**Met1 routing**

Cells faint in the background.
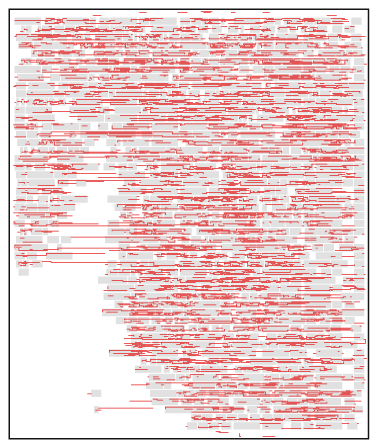
**Met2 routing**

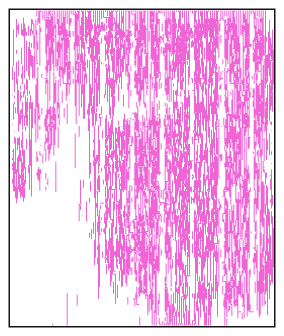
**Signal wires on met3**

Cells faint in the background.
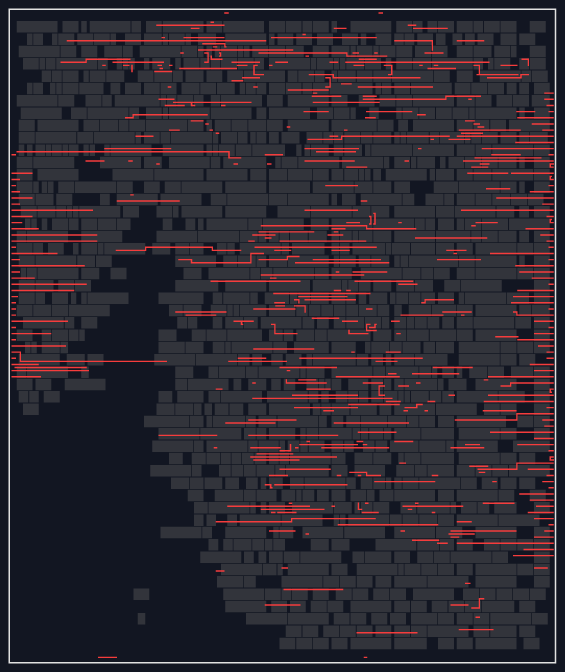
**Metal 4**

Scale bar: 20 um. Cells faint in the background.
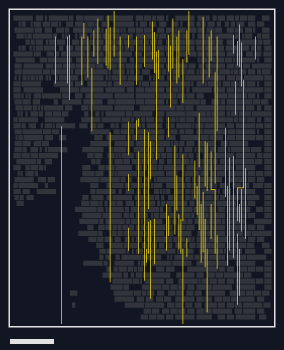
`src/rtl/axi_lite_cfg_master.sv`:
```
// rtl/axi_lite_cfg_master.sv - single-outstanding AXI4-Lite initiator for register programming
// Turns one valid/ready command into one AXI4-Lite write or read and returns a response.
module axi_lite_cfg_master #(
    parameter int ADDR_W  = 32,
    parameter int TIMEOUT = 1024
) (
    input  logic              clk_i,
    input  logic              resetn_i,
    input  logic              cmd_valid_i,
    output logic              cmd_ready_o,
    input  logic              cmd_write_i,
    input  logic [ADDR_W-1:0] cmd_addr_i,
    input  logic [31:0]       cmd_wdata_i,
    input  logic [3:0]        cmd_wstrb_i,
    output logic              rsp_valid_o,
    input  logic              rsp_ready_i,
    output logic              rsp_write_o,
    output logic [31:0]       rsp_rdata_o,
    output logic [1:0]        rsp_resp_o,
    output logic              rsp_timeout_o,
    output logic [ADDR_W-1:0] M_AXI_AWADDR,
    output logic              M_AXI_AWVALID,
    input  logic              M_AXI_AWREADY,
    output logic [31:0]       M_AXI_WDATA,
    output logic [3:0]        M_AXI_WSTRB,
    output logic              M_AXI_WVALID,
    input  logic              M_AXI_WREADY,
    input  logic [1:0]        M_AXI_BRESP,
    input  logic              M_AXI_BVALID,
    output logic              M_AXI_BREADY,
    output logic [ADDR_W-1:0] M_AXI_ARADDR,
    output logic              M_AXI_ARVALID,
    input  logic              M_AXI_ARREADY,
    input  logic [31:0]       M_AXI_RDATA,
    input  logic [1:0]        M_AXI_RRESP,
    input  logic              M_AXI_RVALID,
    output logic              M_AXI_RREADY
);

    typedef enum logic [2:0] {
        S_IDLE,
        S_WR_REQ,
        S_WR_RESP,
        S_RD_REQ,
        S_RD_RESP,
        S_RSP
    } state_t;

    state_t            r_state;
    state_t            w_state_nxt;
    logic              r_alive;
    logic              r_aw_done;
    logic              r_w_done;
    logic [31:0]       r_wait_cnt;
    logic [ADDR_W-1:0] r_addr;
    logic [31:0]       r_wdata;
    logic [3:0]        r_wstrb;
    logic              r_rsp_write;
    logic [31:0]       r_rsp_rdata;
    logic [1:0]        r_rsp_resp;
    logic              r_rsp_timeout;

    logic w_accept;
    logic w_aw_hs;
    logic w_w_hs;
    logic w_b_hs;
    logic w_ar_hs;
    logic w_r_hs;
    logic w_hs_any;
    logic w_waiting;
    logic w_timeout;

    // Handshakes are derived from state rather than from the VALID/READY outputs to keep the comb logic acyclic.
    assign w_accept  = r_alive && (r_state == S_IDLE) && cmd_valid_i;
    assign w_aw_hs   = (r_state == S_WR_REQ) && !r_aw_done && M_AXI_AWREADY;
    assign w_w_hs    = (r_state == S_WR_REQ) && !r_w_done && M_AXI_WREADY;
    assign w_b_hs    = (r_state == S_WR_RESP) && M_AXI_BVALID;
    assign w_ar_hs   = (r_state == S_RD_REQ) && M_AXI_ARREADY;
    assign w_r_hs    = (r_state == S_RD_RESP) && M_AXI_RVALID;
    assign w_hs_any  = w_aw_hs || w_w_hs || w_b_hs || w_ar_hs || w_r_hs;
    assign w_waiting = (r_state == S_WR_REQ) || (r_state == S_WR_RESP) ||
                       (r_state == S_RD_REQ) || (r_state == S_RD_RESP);
    assign w_timeout = (TIMEOUT != 0) && w_waiting && !w_hs_any &&
                       (r_wait_cnt == 32'(TIMEOUT - 1));

    always_ff @(posedge clk_i or negedge resetn_i) begin
        if (!resetn_i) begin
            r_state <= S_IDLE;
        end else begin
            r_state <= w_state_nxt;
        end
    end

    always_comb begin
        w_state_nxt   = r_state;
        cmd_ready_o   = 1'b0;
        rsp_valid_o   = 1'b0;
        M_AXI_AWVALID = 1'b0;
        M_AXI_WVALID  = 1'b0;
        M_AXI_BREADY  = 1'b0;
        M_AXI_ARVALID = 1'b0;
        M_AXI_RREADY  = 1'b0;
        case (r_state)
            S_IDLE: begin
                cmd_ready_o  = r_alive;
                // Drain late beats, but never in the cycle a new command is taken.
                M_AXI_BREADY = r_alive && !cmd_valid_i;
                M_AXI_RREADY = r_alive && !cmd_valid_i;
                if (w_accept) begin
                    w_state_nxt = cmd_write_i ? S_WR_REQ : S_RD_REQ;
                end
            end
            S_WR_REQ: begin
                M_AXI_AWVALID = !r_aw_done;
                M_AXI_WVALID  = !r_w_done;
                if (w_timeout) begin
                    w_state_nxt = S_RSP;
                end else if ((r_aw_done || w_aw_hs) && (r_w_done || w_w_hs)) begin
                    w_state_nxt = S_WR_RESP;
                end
            end
            S_WR_RESP: begin
                M_AXI_BREADY = 1'b1;
                if (w_b_hs || w_timeout) begin
                    w_state_nxt = S_RSP;
                end
            end
            S_RD_REQ: begin
                M_AXI_ARVALID = 1'b1;
                if (w_ar_hs) begin
                    w_state_nxt = S_RD_RESP;
                end else if (w_timeout) begin
                    w_state_nxt = S_RSP;
                end
            end
            S_RD_RESP: begin
                M_AXI_RREADY = 1'b1;
                if (w_r_hs || w_timeout) begin
                    w_state_nxt = S_RSP;
                end
            end
            S_RSP: begin
                rsp_valid_o  = 1'b1;
                M_AXI_BREADY = 1'b1;
                M_AXI_RREADY = 1'b1;
                if (rsp_ready_i) begin
                    w_state_nxt = S_IDLE;
                end
            end
            default: begin
                w_state_nxt = S_IDLE;
            end
        endcase
    end

    always_ff @(posedge clk_i or negedge resetn_i) begin
        if (!resetn_i) begin
            r_alive       <= 1'b0;
            r_aw_done     <= 1'b0;
            r_w_done      <= 1'b0;
            r_wait_cnt    <= 32'd0;
            r_addr        <= '0;
            r_wdata       <= 32'd0;
            r_wstrb       <= 4'd0;
            r_rsp_write   <= 1'b0;
            r_rsp_rdata   <= 32'd0;
            r_rsp_resp    <= 2'b00;
            r_rsp_timeout <= 1'b0;
        end else begin
            r_alive <= 1'b1;
            if (w_accept) begin
                r_addr      <= cmd_addr_i;
                r_wdata     <= cmd_wdata_i;
                r_wstrb     <= cmd_wstrb_i;
                r_rsp_write <= cmd_write_i;
                r_aw_done   <= 1'b0;
                r_w_done    <= 1'b0;
            end
            if (w_aw_hs) begin
                r_aw_done <= 1'b1;
            end
            if (w_w_hs) begin
                r_w_done <= 1'b1;
            end
            if (w_accept || w_hs_any) begin
                r_wait_cnt <= 32'd0;
            end else if (w_waiting) begin
                r_wait_cnt <= r_wait_cnt + 32'd1;
            end
            if (w_timeout) begin
                r_rsp_resp    <= 2'b10;
                r_rsp_rdata   <= 32'd0;
                r_rsp_timeout <= 1'b1;
            end else if (w_b_hs) begin
                r_rsp_resp    <= M_AXI_BRESP;
                r_rsp_rdata   <= 32'd0;
                r_rsp_timeout <= 1'b0;
            end else if (w_r_hs) begin
                r_rsp_resp    <= M_AXI_RRESP;
                r_rsp_rdata   <= M_AXI_RDATA;
                r_rsp_timeout <= 1'b0;
            end
        end
    end

    assign M_AXI_AWADDR  = r_addr;
    assign M_AXI_ARADDR  = r_addr;
    assign M_AXI_WDATA   = r_wdata;
    assign M_AXI_WSTRB   = r_wstrb;
    assign rsp_write_o   = r_rsp_write;
    assign rsp_rdata_o   = r_rsp_rdata;
    assign rsp_resp_o    = r_rsp_resp;
    assign rsp_timeout_o = r_rsp_timeout;

endmodule

```
`config.mk`:
```
export PLATFORM = sky130hd
export DESIGN_NAME = axi_lite_cfg_master
export DESIGN_NICKNAME = d
export VERILOG_FILES = /design/src/rtl/axi_lite_cfg_master.sv
export SDC_FILE = /design/constraint.sdc
export NUM_CORES = 1
export LEC_CHECK = 0
export CAP_MARGIN = 25
export CORE_ASPECT_RATIO = 1.2
export CORE_UTILIZATION = 40
export DETAILED_ROUTE_END_ITERATION = 8
export PLACE_DENSITY = 0.87
export RECOVER_POWER = 100
export SYNTH_ARGS = -nofsm -noshare
export SYNTH_HDL_FRONTEND = slang
export SYNTH_SLANG_ARGS = --single-unit
```
`constraint.sdc`:
```
create_clock -name clk_i -period 1.7 [get_ports clk_i]
set_clock_uncertainty 0.1 [all_clocks]
set_input_delay 0.17 -clock clk_i [delete_from_list [all_inputs] [get_ports clk_i]]
set_output_delay 0.17 -clock clk_i [all_outputs]
set_load 0.005 [all_outputs]
```
==> qor.csv <==
stage,metric,value,unit
outcome,outcome,"finished, violations left",
outcome,violations,setup timing,
routing,vias_per_cell,5.71,
final_timing,worst_slack,-379,ps
final_timing,finalClockPeriodUsage,122,%
global_routing,grt_pass1_wl,33200,um
final_timing,relSlewSlack,37.4,%
routing,dr_wl_met3,2640,um
hold_path,hold_end,M_AXI_WSTRB[1]$_DFFE_PN0P_,
clock_network,post_cts_buffers,21,
clock_network,htreeDepth,4,
die,fp-utilization,41.0,%
critical_path,crit_family,simple AND/OR/NAND/NOR gates,
clock_network,clkTransAtPathRegs,70,ps
routing,postRouteAntennaNets,0,
synthesis,synth_top_area_share,53.0,%
critical_path,regToRegStartpoint,r_state[1]$_DFFE_PN0P_,
layout,nonClockInverterCount,7,
synthesis,area_leaders,"dfrtp_1 53%, nand2_1 12%, mux2i_1 5.1%",
critical_path,end_kind,register,
global_routing,use_met2,43.8,%
layout,clk_share,5.09,%
final_timing,fmax,481,MHz
clock_network,worstSkewPairLatency,430,ps
layout,n_fill_cell,879,
layout,top_area_cell_class,buffers,
synthesis,ys_sh_simple,27.4,%
synthesis,flop_cell,dfrtp_1,
critical_path,crit_required,1930,ps
clock_network,cts-root-buf,clkbuf_16,
synthesis,yosysCellCount,690,
final_timing,tightest_slew,939,ps
global_routing,top_usage_layer,met2,
power_and_ir_drop,powerDensity,1600,nW/um^2
synthesis,synthArstFlopShare,100,%
synthesis,yosysTopAreaCell,dfrtp_1,
synthesis,netlist_logic_family_top,simple AND/OR/NAND/NOR gates,
clock_network,ctsResizeCount,89,
place,post_dp_cell_area,9850,sq um
final_timing,setup_viol,154,
flow_run,openroad.warnings,29,
power_and_ir_drop,peakVddDrop,0.811,mV
clock_network,clock-sinks,142,
synthesis,adder_share,0.187,%
final_timing,rsz0062_at_grt,yes,
die,chipArea,17300,sq um
layout,drive_above_1_share,39.9,%
hold_path,min_path_type,in -> reg,
power_and_ir_drop,totalPowerFinal,19.8,mW
synthesis,synth.avg_cell_area,9.71,sq um
Notes on 'met1 routing' above:
main direction: horizontal
wire length on this layer: 10500 um

Notes on 'met2 routing' above:
wire length on this layer: 16100 um
longest straight run: 58.5 um

Notes on 'signal wires on met3' above:
main direction: horizontal
wire length on this layer: 2640 um
longest straight run: 46.7 um

Notes on 'metal 4' above:
share of all routed wire: 6.7%
longest straight run: 89.8 um
main direction: vertical

-- state kept, by name, indices dropped and copies added, names as in the netlist --
signal / count
rsp_resp_o: 2
r_alive: 1
rsp_write_o: 1
M_AXI_WDATA: 32
rsp_rdata_o: 32
M_AXI_ARADDR: 32
r_state: 3
M_AXI_WSTRB: 4
rsp_timeout_o: 1
r_wait_cnt: 32
r_aw_done: 1
r_w_done: 1
-- power by group --
part	internal, mW	leakage (nW)	switching [mW]
registers	4.63	1.83	1.13
clock network	2.43	0.307	1.68
logic	5.32	3.63	4.62
total	12.4	5.77	7.43
-- placed cells by master, fill, tap and decap left out, drive strengths merged, types with 23 or more instances in the layout --
cell,instances
clkbuf,32
nor2,53
nor3,38
mux2i,34
xor2,23
dlygate4sd3,50
clkdlybuf4s50,199
dfrtp,142
nand2,218
buf,134
Power figures rest on the tool's default switching activity, not on a simulated workload.
